File: src/rtl/uart_tx_port.sv
// Memory-mapped UART transmitter: byte FIFO feeding an 8N1 serialiser.
// Status word exposes count/overrun/busy/full/empty for CPU polling.
module uart_tx_port #(
    parameter int DIVISOR    = 434,
    parameter int FIFO_DEPTH = 16
) (
    input  logic        clk,
    input  logic        rst,
    input  logic        wrEn,
    input  logic [7:0]  dataIn,
    input  logic        clrOvr,
    output logic        txd,
    output logic        full,
    output logic        empty,
    output logic [31:0] status
);
    localparam int          AW        = (FIFO_DEPTH > 1) ? $clog2(FIFO_DEPTH) : 1;
    localparam logic [15:0] BAUD_LOAD = 16'(DIVISOR - 1);
    localparam logic [8:0]  DEPTH9    = 9'(FIFO_DEPTH);

    typedef enum logic [1:0] {IDLE, START, DATA, STOP} state_t;

    state_t          state, state_n;
    logic [7:0]      mem [FIFO_DEPTH];
    logic [AW-1:0]   wr_ptr, rd_ptr;
    logic [8:0]      count, count_n;
    logic            overrun, busy, push, pop;
    logic [7:0]      shift, shift_n;
    logic [2:0]      bit_idx, bit_n;
    logic [15:0]     baud, baud_n;
    logic            txd_n;

    // full is the registered value, so a write on the popping edge is still dropped
    assign push    = wrEn & ~full;
    assign pop     = (state == IDLE) & ~empty;
    assign busy    = (state != IDLE);
    assign count_n = count + {8'd0, push} - {8'd0, pop};
    assign status  = {15'b0, count, 4'b0, overrun, busy, full, empty};

    always_ff @(posedge clk) begin
        if (push) mem[wr_ptr] <= dataIn;
    end

    always_ff @(posedge clk) begin
        if (rst) begin
            wr_ptr  <= '0;
            rd_ptr  <= '0;
            count   <= '0;
            full    <= 1'b0;
            empty   <= 1'b1;
            overrun <= 1'b0;
        end else begin
            if (push) wr_ptr <= wr_ptr + AW'(1);
            if (pop)  rd_ptr <= rd_ptr + AW'(1);
            count <= count_n;
            full  <= (count_n == DEPTH9);
            empty <= (count_n == 9'd0);
            if (wrEn & full)  overrun <= 1'b1;
            else if (clrOvr)  overrun <= 1'b0;
        end
    end

    always_ff @(posedge clk) begin
        if (rst) begin
            state   <= IDLE;
            shift   <= '0;
            bit_idx <= '0;
            baud    <= '0;
            txd     <= 1'b1;
        end else begin
            state   <= state_n;
            shift   <= shift_n;
            bit_idx <= bit_n;
            baud    <= baud_n;
            txd     <= txd_n;
        end
    end

    always_comb begin
        state_n = state;
        shift_n = shift;
        bit_n   = bit_idx;
        baud_n  = baud;
        case (state)
            IDLE: begin
                if (pop) begin
                    shift_n = mem[rd_ptr];
                    baud_n  = BAUD_LOAD;
                    bit_n   = 3'd0;
                    state_n = START;
                end
            end
            START: begin
                if (baud == 16'd0) begin
                    baud_n  = BAUD_LOAD;
                    state_n = DATA;
                end else begin
                    baud_n = baud - 16'd1;
                end
            end
            DATA: begin
                if (baud == 16'd0) begin
                    baud_n = BAUD_LOAD;
                    if (bit_idx == 3'd7) begin
                        state_n = STOP;
                    end else begin
                        shift_n = shift >> 1;
                        bit_n   = bit_idx + 3'd1;
                    end
                end else begin
                    baud_n = baud - 16'd1;
                end
            end
            STOP: begin
                if (baud == 16'd0) begin
                    baud_n  = BAUD_LOAD;
                    state_n = IDLE;
                end else begin
                    baud_n = baud - 16'd1;
                end
            end
            default: state_n = IDLE;
        endcase
        // Line level is registered from the next state so txd never glitches
        if (state_n == START)     txd_n = 1'b0;
        else if (state_n == DATA) txd_n = shift_n[0];
        else                      txd_n = 1'b1;
    end
endmodule

File: config.mk
export PLATFORM = sky130hd
export DESIGN_NAME = uart_tx_port
export DESIGN_NICKNAME = d
export VERILOG_FILES = /design/src/rtl/uart_tx_port.sv
export SDC_FILE = /design/constraint.sdc
export NUM_CORES = 1
export LEC_CHECK = 0
export CORE_ASPECT_RATIO = 1.75
export CORE_MARGIN = 8
export CORE_UTILIZATION = 30
export DETAILED_ROUTE_END_ITERATION = 16
export DONT_BUFFER_PORTS = 1
export GPL_TIMING_DRIVEN = 0
export PLACE_DENSITY = 0.48
export SLEW_MARGIN = 5
export SYNTH_ARGS = -nofsm -noshare
export SYNTH_HDL_FRONTEND = slang
export SYNTH_SLANG_ARGS = --single-unit
File: constraint.sdc
create_clock -name clk -period 7.3 [get_ports clk]
set_clock_uncertainty 0.2 [all_clocks]
set_input_delay 0.73 -clock clk [delete_from_list [all_inputs] [get_ports clk]]
set_output_delay 0.73 -clock clk [all_outputs]
set_load 0.02 [all_outputs]
==> impl_metrics.tcl, run 1 <==
# yosys + openroad results
set metrics [dict create \
    status "finished clean" \
    place.port_buffers 0 \
    flop_cell "edfxtp_1" \
    worstReg2RegStart "state[1]$_SDFF_PP0_" \
    crit_arrival_ps 3810 \
    crit_chain "clkbuf_1 > or3_1 > clkbuf_1 > or2_2 > nand2_1 > ha_1 > fa_1 > a21o_1 > a221oi_1 > mux2i_1 > o21ai_0 > nor4b_1" \
    vdd_ir_drop_max_v 0.000176 \
    synthMostInstantiatedCell "edfxtp_1" \
    dp_slack_ps 3500 \
    hold_path_depth 1 \
    holdCritStartpoint "rst" \
    required_ps 7440 \
    syn_inst 564 \
    place_area_um2 8350 \
    r2r_setup_slack_ps 3630 \
    cts-buffers-inserted 17 \
    drive_above_1_share_pct 18.3 \
    hold_end "count[4]$_SDFF_PP0_" \
    worstSetupEndpointType "register" \
    flop_area_um2 4920 \
    synth_cell_type_count 57 \
    slew_headroom_pct 29.7 \
    topCellsByArea "edfxtp_1, dfxtp_1, mux4_2, ha_1, nor2_1" \
    postSynthSeqShare_pct 62.8 \
    cts-root-buf "clkbuf_16" \
    critPathMaxStageDelay_ps 450 \
    antenna_found_initial 0 \
]
run 1: where the power goes:
| part | total [mW] | internal (mW) | switching [mW] |
|---|---|---|---|
| logic | 0.602 | 0.257 | 0.345 |
| clock network | 0.947 | 0.542 | 0.405 |
| registers | 1.23 | 1.16 | 0.0708 |
| total | 2.78 | 1.96 | 0.820 |
run 1: how the worst max path moves through the flow:
stage | to | from | slack, ps
after floorplan | empty$_SDFF_PP1_ | wrEn | 3900
final | full$_SDFF_PP0_ | state[1]$_SDFF_PP0_ | 3630
after global routing | empty$_SDFF_PP1_ | state[1]$_SDFF_PP0_ | 3320
after global placement | full$_SDFF_PP0_ | wrEn | 3510
after CTS | full$_SDFF_PP0_ | empty$_SDFF_PP1_ | 3540
after detailed placement | full$_SDFF_PP0_ | wrEn | 3500
run 1: cell families after synthesis:
group | count (synthesis)
XOR/XNOR | 13
other | 1
flip-flops | 182
buffers and inverters | 62
AND-OR/OR-AND | 85
adder cells (fa/ha/maj) | 17
AND/OR/NAND/NOR | 156
multiplexers | 48
run 1: layer usage:
| layer | vias up | part of all wire (%) | global-route usage [%] |
|---|---|---|---|
| met3 | 26 | 3.5 | 2.72 |
| met4 | 0 | 2.8 | 5.73 |
| met2 | 82 | 60 | 22.5 |
| li1 | 2180 | - | - |
| met5 | - | 0 | 0 |
| met1 | 2333 | 34 | 9.92 |
run 1: cell type report:
class,count,area share [%]
clock inverter,14,1.96
inverter,15,0.629
timing repair buffer,2,0.168
sequential,182,55.0
tap,320,4.47
clock buffer,18,4.80
buffer,47,3.09
multi-input combinational,338,29.9
run 1: critical path, delay by kind of cell (launching register included):
family | cells | cell delay (ps)
mux | 1 | 350
fa+ha+maj | 2 | 620
simple gates | 4 | 700
compound gates | 3 | 770
flops | 1 | 320
buf+inv | 2 | 600
==> run_1/layer_met2.png <==
The bar under the picture is 50 um long.
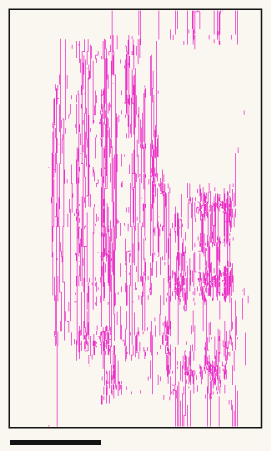
wire length on this layer: 10,500 um
main direction: vertical
Detailed Route WL: 17,600 um
DR vias: 4,621
met2 Use GR: 22.5%

==> run_1/wires.png <==
The bar under the picture is 50 um long. Only two layers are drawn.
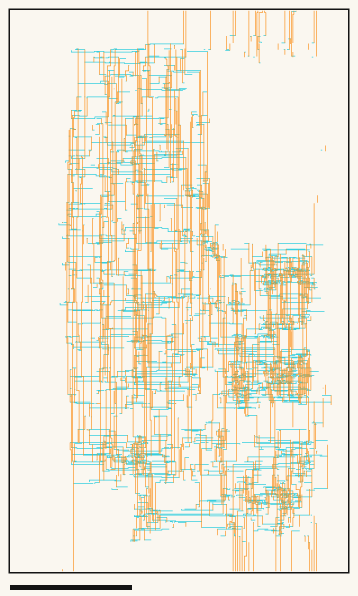
[cyan] metal 1 | wire length: 6,010 um
[orange] metal 2 | wire length: 10,500 um
Total GRT Usage: 11.2%
Avg WL per Cell: 18.8 um

==> run_1/layer_met3.png <==
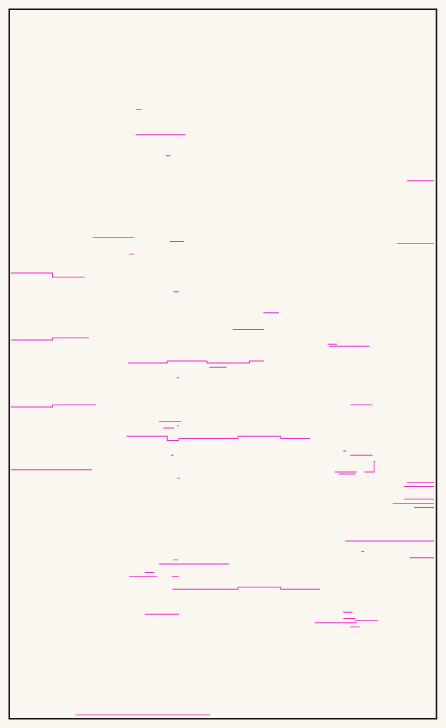
wire length on this layer: 606 um
share of all routed wire: 3.5%
main direction: horizontal
longest straight run: 43.5 um
nets with wire on the layer: 35
met3 usage: 2.72%

==> run_1/clocks.png <==
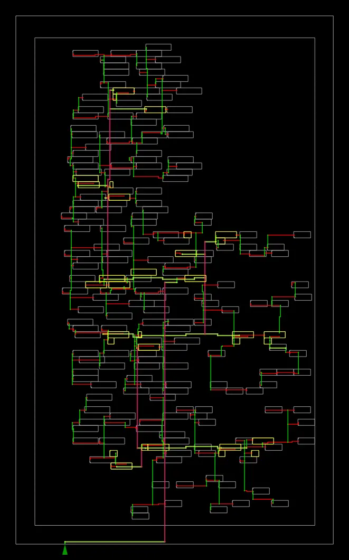
Seq cells: 182
clock sinks: 182
Clk. pwr: 0.947 mW

==> run 1 -> run 2 <==
==> constraint.sdc (replaced) <==
create_clock -name clk -period 3.5 [get_ports clk]
set_clock_uncertainty 0.2 [all_clocks]
set_input_delay 0.35 -clock clk [delete_from_list [all_inputs] [get_ports clk]]
set_output_delay 0.35 -clock clk [all_outputs]
set_load 0.02 [all_outputs]
==> run_2/clocks.png <==
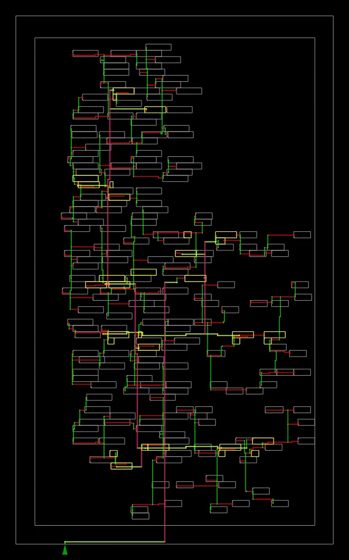
Clk. pwr: 1.97 mW
clk_buf instances: 18
number of CTS-inserted buffers: 17
Late-Pin Clk Latency: 440 ps

==> impl_metrics.tcl, run 2 <==
# yosys + openroad results
set metrics [dict create \
    met1Wirelength_um 6200 \
    top_layer_used "met4" \
    gr-usage-met1_pct 10.2 \
    worstSetupEndpointType "register" \
    slew_headroom_pct 31.2 \
    route.met2.wl_um 10500 \
    drive_above_1_share_pct 19.0 \
    cts-root-buf "clkbuf_16" \
    post_drt_wl_per_cell_um 18.7 \
    place.port_buffers 0 \
    postSynthSeqShare_pct 62.8 \
    async_flop_share_pct 0 \
    hold_path_depth 3 \
    crit_arrival_ps 3370 \
    htree_levels 4 \
    critPathTopFamily "simple AND/OR/NAND/NOR gates" \
    place_area_um2 8350 \
    vdd_ir_drop_max_v 0.000367 \
    status "finished clean" \
    critPathMaxStageDelay_ps 460 \
    top_usage_layer "met2" \
    dp_slack_ps -182 \
    fin_ws_ps 273 \
    path_buffers 0 \
    power.leakage_nw 3.10 \
    crit_chain "or3_4 > or2_2 > fa_1 > a21o_1 > a221oi_2 > mux2i_2 > o21ai_0 > nor4b_1" \
    syn_inst 564 \
    required_ps 3640 \
    synth_cell_type_count 57 \
    grt.total_usage_pct 11.3 \
    flop_cell "edfxtp_1" \
    synthMostInstantiatedCell "edfxtp_1" \
    syn-cell-area_um2 7840 \
    worstReg2RegStart "empty$_SDFF_PP1_" \
    cts_num_sinks 182 \
]
==> run_2/layer_met2.png <==
The bar under the picture is 50 um long.
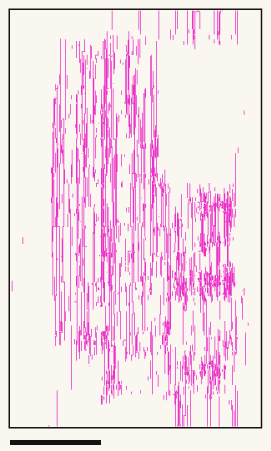
longest straight run: 109 um
wire length on this layer: 10,500 um
nets with wire on the layer: 564
main direction: vertical
Detailed Route WL: 17,700 um
DR vias: 4,671
met2 Use GR: 22.6%

[run 2: logic make-up after synthesis]
group                    Yosys count  share of synthesized area (%)
flip-flops                       182                           62.8
adder cells (fa/ha/maj)           17                           2.81
AND/OR/NAND/NOR                  156                           9.72
buffers and inverters             62                           4.24
AND-OR/OR-AND                     85                           7.43
XOR/XNOR                          13                           1.45
other                              1                         0.0478
multiplexers                      48                           11.5
[run 2: metrics by stage]
step / cells / utilization [%]
5_1_grt: 946 / 35.1
4_1_cts: 946 / 35.0
2_1_floorplan: 582 / -
3_3_place_gp: 902 / 32.1
6_report: 946 / 35.1
3_5_place_dp: 904 / 32.3
[run 2: cell type report]
type,count,area [um^2]
multi-input combinational,338,2690
clock inverter,14,175
timing repair buffer,13,125
antenna,1,2.50
buffer,45,270
fill,2458,16800
inverter,15,56.3
clock buffer,18,429
tap,320,400
sequential,182,4930
[run 2: where the power goes]
| group | internal [mW] | switching [mW] | total [mW] | leakage (nW) |
|---|---|---|---|---|
| combinational | 0.560 | 0.751 | 1.31 | 1.22 |
| sequential | 2.42 | 0.150 | 2.57 | 1.60 |
| clock | 1.13 | 0.843 | 1.97 | 0.285 |
[run 2: worst max-delay path by stage]
stage | from | end | slack [ps] | depth (start not counted)
2_1_floorplan | empty$_SDFF_PP1_ | empty$_SDFF_PP1_ | 350 | 9
3_3_place_gp | empty$_SDFF_PP1_ | full$_SDFF_PP0_ | -210 | 11
3_5_place_dp | empty$_SDFF_PP1_ | full$_SDFF_PP0_ | -180 | 11
4_1_cts | state[1]$_SDFF_PP0_ | full$_SDFF_PP0_ | 30 | 11
5_1_grt | full$_SDFF_PP0_ | empty$_SDFF_PP1_ | 30 | 11
6_report | empty$_SDFF_PP1_ | full$_SDFF_PP0_ | 270 | 8
Power figures rest on the tool's default switching activity, not on a simulated workload.
